### src/rtl/level_column_feeder.sv
// Level column feeder: streams 30-bit block columns from the synchronous level ROM
// into a double buffer (front drives new_block_id, back is the assembly buffer).
// Optional feature macro LEVEL_LOOP_EN: wrap the level back to column 0 instead of
// generating air columns past the end of the ROM.
module level_column_feeder #(
  parameter int unsigned NUM_ROWS   = 10,
  parameter int unsigned CELL_W     = 3,
  parameter int unsigned LEVEL_COLS = 212,
  parameter int unsigned ADDR_W     = 12
) (
  input  logic                       Clk,
  input  logic                       Reset_n,
  input  logic                       Shift,
  output logic [ADDR_W-1:0]          rom_addr,
  input  logic [CELL_W-1:0]          rom_data,
  output logic [NUM_ROWS*CELL_W-1:0] new_block_id,
  output logic                       col_valid,
  output logic [7:0]                 front_col,
  output logic                       level_end,
  output logic                       underrun
);

  localparam int unsigned ColW = NUM_ROWS * CELL_W;
  localparam int unsigned RowW = (NUM_ROWS > 1) ? $clog2(NUM_ROWS) : 1;
  localparam logic [ADDR_W-1:0] LastAddr = ADDR_W'(LEVEL_COLS * NUM_ROWS - 1);
  localparam logic [RowW-1:0]   LastRow  = RowW'(NUM_ROWS - 1);

  typedef enum logic [1:0] {StFetch, StDrain, StHold} state_e;

  state_e              state_q, state_d;
  logic [RowW-1:0]     row_q, row_d;
  logic [ADDR_W-1:0]   rom_addr_q, rom_addr_d;
  logic [ColW-1:0]     back_q, back_d;
  logic [ColW-1:0]     front_q, front_d;
  logic                back_full_q, back_full_d;
  logic                col_valid_q, col_valid_d;
  logic [7:0]          front_col_q, front_col_d;
  logic                level_end_q, level_end_d;
  logic                underrun_q, underrun_d;
  // air_q: fetch pointer has run past the last ROM column (all further columns are air)
  logic                air_q, air_d;
  // wrap_q: column being assembled/held is the wrapped column 0
  logic                wrap_q, wrap_d;

  logic                done;
  logic [ColW-1:0]     done_col;
  logic                load_front;
  logic [ColW-1:0]     load_col;
  logic                start_next;

  // Next-state: fetch sequencing, buffer movement, Shift handling and fetch pointer.
  always_comb begin
    state_d     = state_q;
    row_d       = row_q;
    rom_addr_d  = rom_addr_q;
    back_d      = back_q;
    front_d     = front_q;
    back_full_d = back_full_q;
    col_valid_d = col_valid_q;
    front_col_d = front_col_q;
    underrun_d  = underrun_q;
    air_d       = air_q;
    wrap_d      = wrap_q;
    done        = 1'b0;
    done_col    = '0;
    load_front  = 1'b0;
    load_col    = '0;
    start_next  = 1'b0;

    unique case (state_q)
      StFetch: begin
        if (air_q) begin
          done = 1'b1;
        end else begin
          // Data for the previous cycle's address lands in slot row-1.
          for (int r = 1; r < NUM_ROWS; r++) begin
            if (row_q == RowW'(r)) back_d[CELL_W*r - CELL_W +: CELL_W] = rom_data;
          end
          if (row_q == LastRow) begin
            state_d = StDrain;
          end else begin
            row_d      = row_q + RowW'(1);
            rom_addr_d = rom_addr_q + ADDR_W'(1);
          end
        end
      end
      StDrain: begin
        done                       = 1'b1;
        done_col                   = back_q;
        done_col[ColW-1 -: CELL_W] = rom_data;
      end
      StHold: begin
        if (Shift) begin
          load_front  = 1'b1;
          load_col    = back_q;
          back_full_d = 1'b0;
          start_next  = 1'b1;
        end
      end
      default: state_d = StFetch;
    endcase

    // A finished column bypasses back when front is free or being consumed now.
    if (done) begin
      if (!col_valid_q || Shift) begin
        load_front = 1'b1;
        load_col   = done_col;
        start_next = 1'b1;
      end else begin
        back_d      = done_col;
        back_full_d = 1'b1;
        state_d     = StHold;
      end
    end

    if (load_front) begin
      front_d     = load_col;
      col_valid_d = 1'b1;
      if (wrap_q)                     front_col_d = '0;
      else if (col_valid_q && Shift)  front_col_d = front_col_q + 8'd1;
    end else if (Shift && col_valid_q) begin
      col_valid_d = 1'b0;
      front_col_d = front_col_q + 8'd1;
    end

    if (Shift && !col_valid_q) underrun_d = 1'b1;

    if (start_next) begin
      state_d = StFetch;
      row_d   = '0;
      if (!air_q) begin
        if (rom_addr_q == LastAddr) begin
`ifdef LEVEL_LOOP_EN
          rom_addr_d = '0;
          wrap_d     = 1'b1;
`else
          air_d      = 1'b1;
`endif
        end else begin
          rom_addr_d = rom_addr_q + ADDR_W'(1);
          wrap_d     = 1'b0;
        end
      end
    end

`ifdef LEVEL_LOOP_EN
    level_end_d = load_front && wrap_q;
`else
    level_end_d = ({24'd0, front_col_d} >= LEVEL_COLS);
`endif
  end

  // State registers; reset discards any partial column.
  always_ff @(posedge Clk or negedge Reset_n) begin
    if (!Reset_n) begin
      state_q     <= StFetch;
      row_q       <= '0;
      rom_addr_q  <= '0;
      back_q      <= '0;
      front_q     <= '0;
      back_full_q <= 1'b0;
      col_valid_q <= 1'b0;
      front_col_q <= '0;
      level_end_q <= 1'b0;
      underrun_q  <= 1'b0;
      air_q       <= 1'b0;
      wrap_q      <= 1'b0;
    end else begin
      state_q     <= state_d;
      row_q       <= row_d;
      rom_addr_q  <= rom_addr_d;
      back_q      <= back_d;
      front_q     <= front_d;
      back_full_q <= back_full_d;
      col_valid_q <= col_valid_d;
      front_col_q <= front_col_d;
      level_end_q <= level_end_d;
      underrun_q  <= underrun_d;
      air_q       <= air_d;
      wrap_q      <= wrap_d;
    end
  end

  assign rom_addr     = rom_addr_q;
  assign new_block_id = front_q;
  assign col_valid    = col_valid_q;
  assign front_col    = front_col_q;
  assign level_end    = level_end_q;
  assign underrun     = underrun_q;

endmodule

### config.mk
export PLATFORM = sky130hd
export DESIGN_NAME = level_column_feeder
export DESIGN_NICKNAME = d
export VERILOG_FILES = /design/src/rtl/level_column_feeder.sv
export SDC_FILE = /design/constraint.sdc
export NUM_CORES = 1
export LEC_CHECK = 0
export CAP_MARGIN = 20
export CORE_UTILIZATION = 38
export DETAILED_ROUTE_END_ITERATION = 10
export DONT_BUFFER_PORTS = 1
export SYNTH_ARGS = -nofsm -noshare
export SYNTH_HDL_FRONTEND = slang
export SYNTH_SLANG_ARGS = --single-unit
### constraint.sdc
create_clock -name Clk -period 2.4 [get_ports Clk]
set_input_delay 0.48 -clock Clk [delete_from_list [all_inputs] [get_ports Clk]]
set_output_delay 0.48 -clock Clk [all_outputs]
set_load 0.03 [all_outputs]
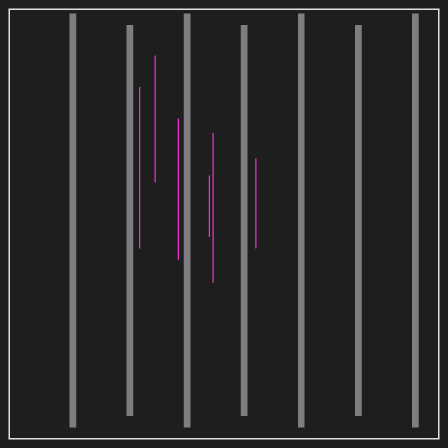
met4.png
Supply wires on this layer in grey.
longest straight run	38.1 microns
wire length on this layer	172 microns
main direction	vertical

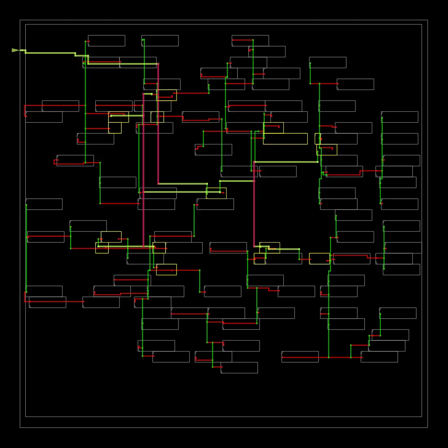
final_clocks.png
Sink Count: 90
total number of sequential cells: 90
total clock buffers created by CTS: 9

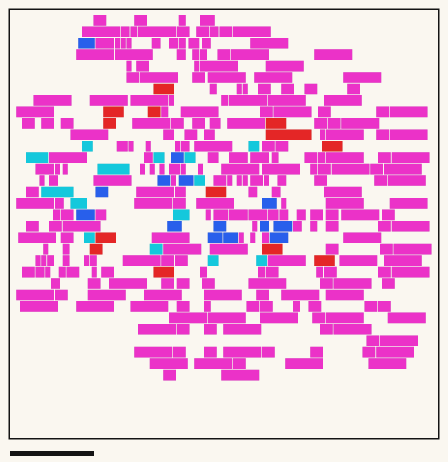
drive_strength.png
The bar under the picture is 20 microns long.
size	colour	cells	share	most used
drive 1 or less	magenta	268	87%	dfrtp_1
drive 6 and up	red	13	4.2%	clkbuf_8
drive 3 to 4	cyan	14	4.5%	buf_4
drive 2	blue	14	4.5%	nor3_2

==> flow_metrics.tcl <==
# yosys + openroad results
set metrics [dict create \
    outcome "finished with violations" \
    violated_checks "negative hold slack" \
    p_per_area_nw_per_um2 1370 \
    route.detailed.wl_per_inst_microns 17.0 \
    num_vias 2355 \
    worst_setup_hold_path_clk_slew_ps 90 \
    placement.io_buffers 0 \
    yosys.area_share.adder 0.0199 \
    crit_path_top_delay_cell "dfrtp_1" \
    cell_accounting_for_the_most_synthesized_area "dfrtp_1" \
    crit_required_ps 2650 \
    tightestPinTransition_ps 503 \
    netlist_area_sq_um 3780 \
    timing.clock.skew_ps 9.75 \
    clock_tree.root_cell "clkbuf_8" \
    viasPerCell 5.33 \
    worst-setup-path-type "reg2reg" \
    critical_path.top_delay_family "flip-flops" \
    netlist-cell-type-count 43 \
    number_of_enable_type_register_cells_in_the_synthesized_netlist 0 \
    share_of_cells_above_drive_strength_1 0.133 \
    routabilityCongestion 0.801 \
    final_nets 316 \
    fmaxAchievable_ghz 0.532 \
    yosys-dominant-comb-family "AND-OR/OR-AND gates" \
    wire_length_of_the_first_global_routing_pass_microns 12200 \
    layout_top_cells "dfrtp_1 (90), a22o_1 (58), nand2_1 (19), nor2_1 (13), xnor2_1 (13)" \
    path_max_fanout 5 \
    worst_hold_slack_ps -193 \
    lay_top_count "dfrtp_1" \
    worstSetupStartpointType "flip-flop" \
    num_io_pins 59 \
    drt.antenna.violating_nets 0 \
    yosysChipArea_sq_um 3780 \
    grt_util_all_layers 0.157 \
    cp-end-kind "flip-flop" \
    area_delta_synth_final_pct 9.63 \
    openroad.warnings 31 \
    std_cell_rows 36 \
    h-tree-depth 3 \
    rsz0062_at_grt "false" \
    post_synth_mux_area_share 0.0122 \
    hold_viol_final 90 \
]
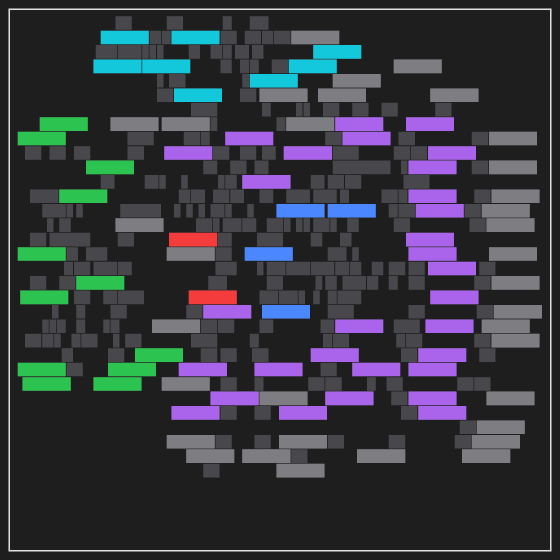
registers.png
Other sequential cells in the stronger grey, the rest of the logic in the fainter grey.
name in the netlist	colour	flops
rom_addr	green	12
front_col	cyan	8
state_q	red	2
back_q	purple	30
row_q	blue	4
not coloured	34

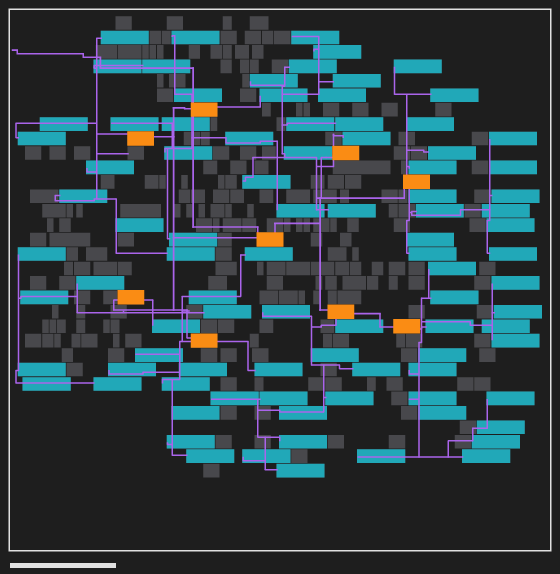
clock_map.png
The bar under the picture is 20 microns long.
[cells driving clock nets] orange | count: 9
[clock wires] purple | length: 1,070 microns
[flip-flops] cyan | count: 90
flops lie	all over the die

## power by group
| part | total (mW) | switching [mW] | internal, mW |
|---|---|---|---|
| sequential | 3.17 | 1.09 | 2.08 |
| clock | 1.05 | 0.554 | 0.495 |
| combinational | 1.44 | 0.700 | 0.741 |
## logic make-up after synthesis
logic type	Yosys count
AOI/OAI and AO/OA	87
xor gates and xnor gates	20
adders and majority gates	6
buffers and inverters	16
DFF	90
muxes	4
and+or+nand+nor	76
## what timing repair did
item                                    4_1_cts  5_1_grt
endpoints found under the hold margin        90       90
endpoints found under the setup margin        0        0
buffers inserted                              0        0
## Yosys cell counts, types with 2 or more instances
master     n
and3_1     9
and2_1     4
o21ai_1    6
a22o_1    58
nor3_1     2
clkbuf_1   5
dfrtp_1   90
inv_1      3
buf_2      8
nor3b_2    2
ha_1       6
nor3_2     5
a22oi_1    3
mux2i_1    2
o21ai_0    9
nand3_1    7
nor2_1    13
xor2_1     7
nand4b_1   2
nand2b_1   2
nand4_1    3
xnor2_1   13
nand2_1   19
a21o_1     2
## state kept, by name, summed over array words and instances (netlist names)
register	cells
air_q	1
back_q	30
col_valid	1
front_col	8
level_end	1
new_block_id	30
rom_addr	12
row_q	4
state_q	2
underrun	1
## per-layer routing
metal  up-vias  track usage  wire length (microns)
met2        78        0.240                   3350
met5         -            0                      0
met1      1146        0.199                   3510
li1       1115            -                      -
met3        16       0.0614                    464
met4         0       0.0680                    172
## cell type report
cell class                      count  area [sq um]
Clock buffer                       10           128
Clock inverter                      6          72.6
Fill cell                         915          5540
Inverter                            3          11.3
Multi-Input combinational cell    193          1460
Sequential cell                    90          2250
Tap cell                          133           166
Timing Repair Buffer                7          52.6
## worst max path at each step
stage               cells after the start  slack, ps   startpoint           to
floorplan                               4        550  rom_addr[4]  rom_addr[1]
global placement                        4        550  rom_addr[3]  rom_addr[1]
detailed placement                      5        510  rom_addr[0]  rom_addr[1]
CTS                                     5        490  rom_addr[0]  rom_addr[1]
global route                            5        390        air_q   back_q[19]
finish                                  5        520  rom_addr[0]  rom_addr[1]
## per-stage QoR
| stage | area (sq um) | setup WS, ps | cells | hold slack [ps] |
|---|---|---|---|---|
| floorplan | 3780 | 546 | 299 | 184 |
| global placement | 3940 | 550 | 426 | 187 |
| detailed placement | 3940 | 505 | 426 | 187 |
| finish | 4140 | 521 | 442 | -193 |
| CTS | 4140 | 486 | 442 | -210 |
| global route | 4140 | 388 | 442 | -229 |
Power is estimated from default activity; no workload was simulated.
